$ cat src/rtl/pe_cfg_pkg.sv
// Shared definitions for the PE configuration loader: header field layout and FSM states.
package pe_cfg_pkg;

    localparam int unsigned CFG_W    = 32;
    localparam int unsigned FIELD_W  = 8;
    localparam int unsigned PE_ID_HI = 31;
    localparam int unsigned PE_ID_LO = 24;
    localparam int unsigned COUNT_HI = 23;
    localparam int unsigned COUNT_LO = 16;

    typedef enum logic [2:0] {
        IDLE,
        HEADER,
        PAYLOAD,
        DRAIN,
        DONE
    } state_e;

endpackage

$ cat src/rtl/pe_config_loader_if.sv
// Host word stream into the loader: valid/ready handshake with a CFG_W-bit word.
interface pe_config_loader_if #(
    parameter int unsigned CFG_W = pe_cfg_pkg::CFG_W
) ();

    logic             cfg_in_valid;
    logic [CFG_W-1:0] cfg_in_data;
    logic             cfg_in_ready;

    modport master (
        output cfg_in_valid,
        output cfg_in_data,
        input  cfg_in_ready
    );

    modport slave (
        input  cfg_in_valid,
        input  cfg_in_data,
        output cfg_in_ready
    );

endinterface

$ cat src/rtl/pe_cfg_demux.sv
// Combinational steering of one payload word onto the selected PE slice; other slices stay zero.
module pe_cfg_demux #(
    parameter int unsigned NUM_PE = 2,
    parameter int unsigned CFG_W  = 32,
    parameter int unsigned ID_W   = 8
) (
    input  logic                        valid,
    input  logic [ID_W-1:0]             pe_id,
    input  logic [CFG_W-1:0]            word,
    output logic [NUM_PE*(CFG_W+1)-1:0] slices
);

    localparam int unsigned SLICE_W = CFG_W + 1;

    always_comb begin
        slices = '0;
        for (int unsigned i = 0; i < NUM_PE; i++) begin
            if (valid && (32'(pe_id) == i)) begin
                slices[i*SLICE_W +: SLICE_W] = {1'b1, word};
            end
        end
    end

endmodule

$ cat src/rtl/pe_config_loader.sv
// Parses a header/payload word stream and pulses each payload word onto one PE configure port.
module pe_config_loader #(
    parameter int unsigned NUM_PE    = 2,
    parameter int unsigned CFG_W     = pe_cfg_pkg::CFG_W,
    parameter int unsigned MAX_WORDS = 4
) (
    input  logic                        clk,
    input  logic                        reset,
    input  logic                        start,
    pe_config_loader_if.slave           cfg,
    output logic [NUM_PE*(CFG_W+1)-1:0] PE_Configure_Outport,
    output logic                        busy,
    output logic                        done,
    output logic                        error
);

    import pe_cfg_pkg::*;

    localparam int unsigned OUT_W = NUM_PE * (CFG_W + 1);

    state_e             state_q, state_d;
    logic [FIELD_W-1:0] remaining_q, remaining_d;
    logic [FIELD_W-1:0] pe_id_q, pe_id_d;
    logic               error_d;
    logic               ready_q, ready_d;
    logic               busy_d, done_d;
    logic               pulse_c;
    logic               accept_c;
    logic [FIELD_W-1:0] hdr_pe_id_c, hdr_count_c;
    logic [OUT_W-1:0]   slices_c;

    assign accept_c         = cfg.cfg_in_valid && ready_q;
    assign hdr_pe_id_c      = cfg.cfg_in_data[PE_ID_HI:PE_ID_LO];
    assign hdr_count_c      = cfg.cfg_in_data[COUNT_HI:COUNT_LO];
    assign cfg.cfg_in_ready = ready_q;

    // Next-state and registered-output decode; ready/busy/done follow the next state only.
    always_comb begin
        state_d     = state_q;
        remaining_d = remaining_q;
        pe_id_d     = pe_id_q;
        error_d     = error;
        pulse_c     = 1'b0;

        unique case (state_q)
            IDLE: begin
                if (start) begin
                    error_d = 1'b0;
                    state_d = HEADER;
                end
            end
            HEADER: begin
                if (accept_c) begin
                    if (hdr_count_c == '0) begin
                        state_d = DONE;
                    end else if ((32'(hdr_pe_id_c) >= NUM_PE) || (32'(hdr_count_c) > MAX_WORDS)) begin
                        error_d     = 1'b1;
                        remaining_d = hdr_count_c;
                        state_d     = DRAIN;
                    end else begin
                        pe_id_d     = hdr_pe_id_c;
                        remaining_d = hdr_count_c;
                        state_d     = PAYLOAD;
                    end
                end
            end
            PAYLOAD: begin
                if (accept_c) begin
                    pulse_c = 1'b1;
                    if (remaining_q != '0) remaining_d = remaining_q - FIELD_W'(1);
                    if (remaining_q <= FIELD_W'(1)) state_d = HEADER;
                end
            end
            DRAIN: begin
                // Bad header: swallow its payload so the stream stays aligned to the next header.
                if (remaining_q == '0) begin
                    state_d = HEADER;
                end else if (accept_c) begin
                    remaining_d = remaining_q - FIELD_W'(1);
                    if (remaining_q == FIELD_W'(1)) state_d = HEADER;
                end
            end
            DONE: begin
                state_d = IDLE;
            end
            default: begin
                state_d = IDLE;
            end
        endcase

        ready_d = (state_d == HEADER) || (state_d == PAYLOAD) || (state_d == DRAIN);
        busy_d  = (state_d != IDLE);
        done_d  = (state_d == DONE);
    end

    pe_cfg_demux #(
        .NUM_PE (NUM_PE),
        .CFG_W  (CFG_W),
        .ID_W   (FIELD_W)
    ) u_demux (
        .valid  (pulse_c),
        .pe_id  (pe_id_q),
        .word   (cfg.cfg_in_data),
        .slices (slices_c)
    );

    always_ff @(posedge clk or negedge reset) begin
        if (!reset) begin
            state_q              <= IDLE;
            remaining_q          <= '0;
            pe_id_q              <= '0;
            error                <= 1'b0;
            ready_q              <= 1'b0;
            busy                 <= 1'b0;
            done                 <= 1'b0;
            PE_Configure_Outport <= '0;
        end else begin
            state_q              <= state_d;
            remaining_q          <= remaining_d;
            pe_id_q              <= pe_id_d;
            error                <= error_d;
            ready_q              <= ready_d;
            busy                 <= busy_d;
            done                 <= done_d;
            PE_Configure_Outport <= slices_c;
        end
    end

endmodule

$ cat src/flat_wrapper.sv
// flat-port wrapper written by rule: the top's interface ports become plain ports
module pe_config_loader_flat import pe_cfg_pkg::*;
#(
    parameter int unsigned NUM_PE    = 2,
    parameter int unsigned CFG_W     = pe_cfg_pkg::CFG_W,
    parameter int unsigned MAX_WORDS = 4
)
  (clk, reset, start, PE_Configure_Outport, busy, done, error, cfg_cfg_in_valid, cfg_cfg_in_data, cfg_cfg_in_ready);
  pe_config_loader_if #(.CFG_W(CFG_W)) cfg_i ();
  input  logic clk;
  input  logic reset;
  input  logic start;
  output logic [NUM_PE*(CFG_W+1)-1:0] PE_Configure_Outport;
  output logic busy;
  output logic done;
  output logic error;
  input wire logic [$bits(cfg_i.cfg_in_valid)-1:0] cfg_cfg_in_valid;
  input wire logic [$bits(cfg_i.cfg_in_data)-1:0] cfg_cfg_in_data;
  output wire logic [$bits(cfg_i.cfg_in_ready)-1:0] cfg_cfg_in_ready;
  assign cfg_i.cfg_in_valid = cfg_cfg_in_valid;
  assign cfg_i.cfg_in_data = cfg_cfg_in_data;
  assign cfg_cfg_in_ready = cfg_i.cfg_in_ready;
  pe_config_loader #(.NUM_PE(NUM_PE), .CFG_W(CFG_W), .MAX_WORDS(MAX_WORDS)) u_core (.clk(clk), .reset(reset), .start(start), .cfg(cfg_i), .PE_Configure_Outport(PE_Configure_Outport), .busy(busy), .done(done), .error(error));
endmodule
$ cat config.mk
export PLATFORM = sky130hd
export DESIGN_NAME = pe_config_loader_flat
export DESIGN_NICKNAME = d
export VERILOG_FILES = /design/src/rtl/pe_cfg_pkg.sv /design/src/rtl/pe_config_loader_if.sv /design/src/rtl/pe_cfg_demux.sv /design/src/rtl/pe_config_loader.sv /design/src/flat_wrapper.sv
export SDC_FILE = /design/constraint.sdc
export NUM_CORES = 1
export LEC_CHECK = 0
export CAP_MARGIN = 20
export CELL_PAD_IN_SITES_DETAIL_PLACEMENT = 1
export CELL_PAD_IN_SITES_GLOBAL_PLACEMENT = 1
export CORE_ASPECT_RATIO = 0.75
export CORE_MARGIN = 8
export CORE_UTILIZATION = 35
export CTS_BUF_LIST = sky130_fd_sc_hd__clkbuf_8
export DETAILED_ROUTE_END_ITERATION = 6
export PLACE_DENSITY = 0.76
export SLEW_MARGIN = 20
export SYNTH_ARGS = -nofsm -noshare
export SYNTH_HDL_FRONTEND = slang
export SYNTH_HIERARCHICAL = 1
export SYNTH_SLANG_ARGS = --single-unit
$ cat constraint.sdc
create_clock -name clk -period 2.9 [get_ports clk]
set_input_delay 0.29 -clock clk [delete_from_list [all_inputs] [get_ports clk]]
set_output_delay 0.29 -clock clk [all_outputs]
set_load 0.1 [all_outputs]
zoom.png
Region (9, 55) to (59, 105) µm. Cells in grey, sequential cells in the stronger grey; small squares are vias.
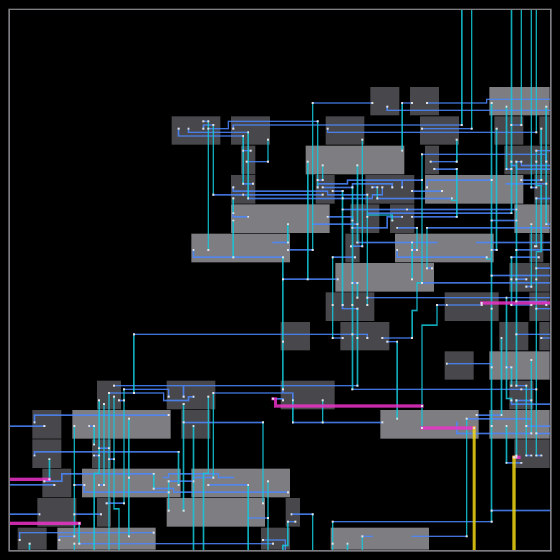
[magenta] met3
[cyan] met2
[blue] met1
[yellow] met4
cells with their middle in the window: 55
most frequent: dfrtp_1 (16), buf_4 (11), nor4_2 (8)
sequential cells in the window: 16
netlist names of flops here include: u_core/PE_Configure_Outport (16)

registers.png
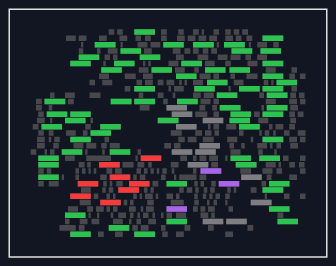
[purple] u_core/state_q | flops: 3
[red] u_core/remaining_q | flops: 8
[green] u_core/PE_Configure_Outport | flops: 66 | where: all over the die
Reg area: 0.00223 mm²
flip-flop and latch share of the layout cell area: 44.8%
power consumed by sequential cells: 1490 µW

==> run notes <==
The run finished with clean final reports. The run gives 5.13 for the via-per-instance ratio. The wire length of the first global-routing pass is 17600 µm. In the final layout, non-clock buffers account for 18.9% of the cell area. The worst hold margin came out at 0.381 ns.

The number of nets handed over by synthesis was 351. The tools report the terminus of the critical flop-to-flop path as u_core/remaining_q[7]$_DFFE_PN0P_. The area growth from synthesis to layout was 31.5%; the starting utilization of the core area was 35.2%. The compound-cell area share of the yosys netlist was 6.32%. Across the run, the number of max-cap violations was 0. The first detailed-routing pass took 4 iterations. In the post-synthesis netlist, the biggest area contributors are dfrtp_1 (59%), nor4_2 (13%), nor4_1 (4.1%).

The clock passes through at most 2 buffers. The run gives 2846 for the total via count in the routed design. For the cell count after synthesis, the log shows 313. The report lists the number of standard-cell rows as 33. Yosys reports a chip area of 0.00378 mm². In this run the tools logged warnings totalling 27. The tightest min-delay check is of the in -> async type. Summing every instance area after synthesis gives 0.00378 mm².

The script computed a power per unit cell area of 744 mW/mm². Critical path class: reg -> reg. The tools report the highest clock frequency the design can meet as 425 MHz.

In the CTS report, the clock slew at the register clock pins of the worst setup and hold paths is listed as 0.09 ns.
==> where the power goes <==
group          switching [µW]  total (µW)  internal [µW]  leakage, µW
clock network             465         888            423    0.0000985
logic                     984        1330            341      0.00108
registers                 105        1490           1380      0.00120
total                    1550        3700           2150      0.00238
==> what timing repair did <==
item                      CTS  global route
hold buffers                1             0
gates resized               0             0
hold endpoints to repair   26             0
==> cells in the final DEF, fill, tap and decap left out, types with 2 or more instances in the layout <==
cell type,instances
nor2_1,2
nor4_2,40
ha_1,2
clkinvlp_4,2
clkinv_4,2
a21oi_1,11
buf_4,76
inv_1,36
a22o_1,3
o32ai_1,2
and2b_2,7
clkdlybuf4s50_1,34
nand2b_1,3
clkbuf_8,10
o22ai_1,2
dfrtp_1,89
nor4_1,25
nor2b_1,2
or3_1,5
nand3_1,2
o21ai_0,13
or4_1,2
nand2_1,14
nor3_1,9
==> cells in the mapped netlist, types with 3 or more instances <==
master,count
o21ai_0,13
dfrtp_1,89
buf_2,5
nor4_1,25
a21oi_1,11
nor3_1,9
inv_1,36
nor4_2,40
nand2_1,15
a22o_1,3
and2b_2,7
clkbuf_1,10
or3_1,6
buf_6,5
buf_1,6
nand2b_1,4
==> metrics by stage <==
stage	instances	utilization [%]	total power [µW]
floorplan	313	-	2440
global placement	538	44.3	2800
detailed placement	538	44.3	2830
CTS	555	46.3	3740
global route	555	46.3	3890
finish	555	46.3	3700
==> worst max-delay path: stages, from the launching register on <==
cell and delay, ns:
dfrtp_1 0.40, inv_1 0.10, ha_1 0.32, or4b_2 0.65, nor2_1 0.15, o32ai_2 0.19
buf_4 0.23, a22o_1 0.19
Power and IR drop assume default switching activity.
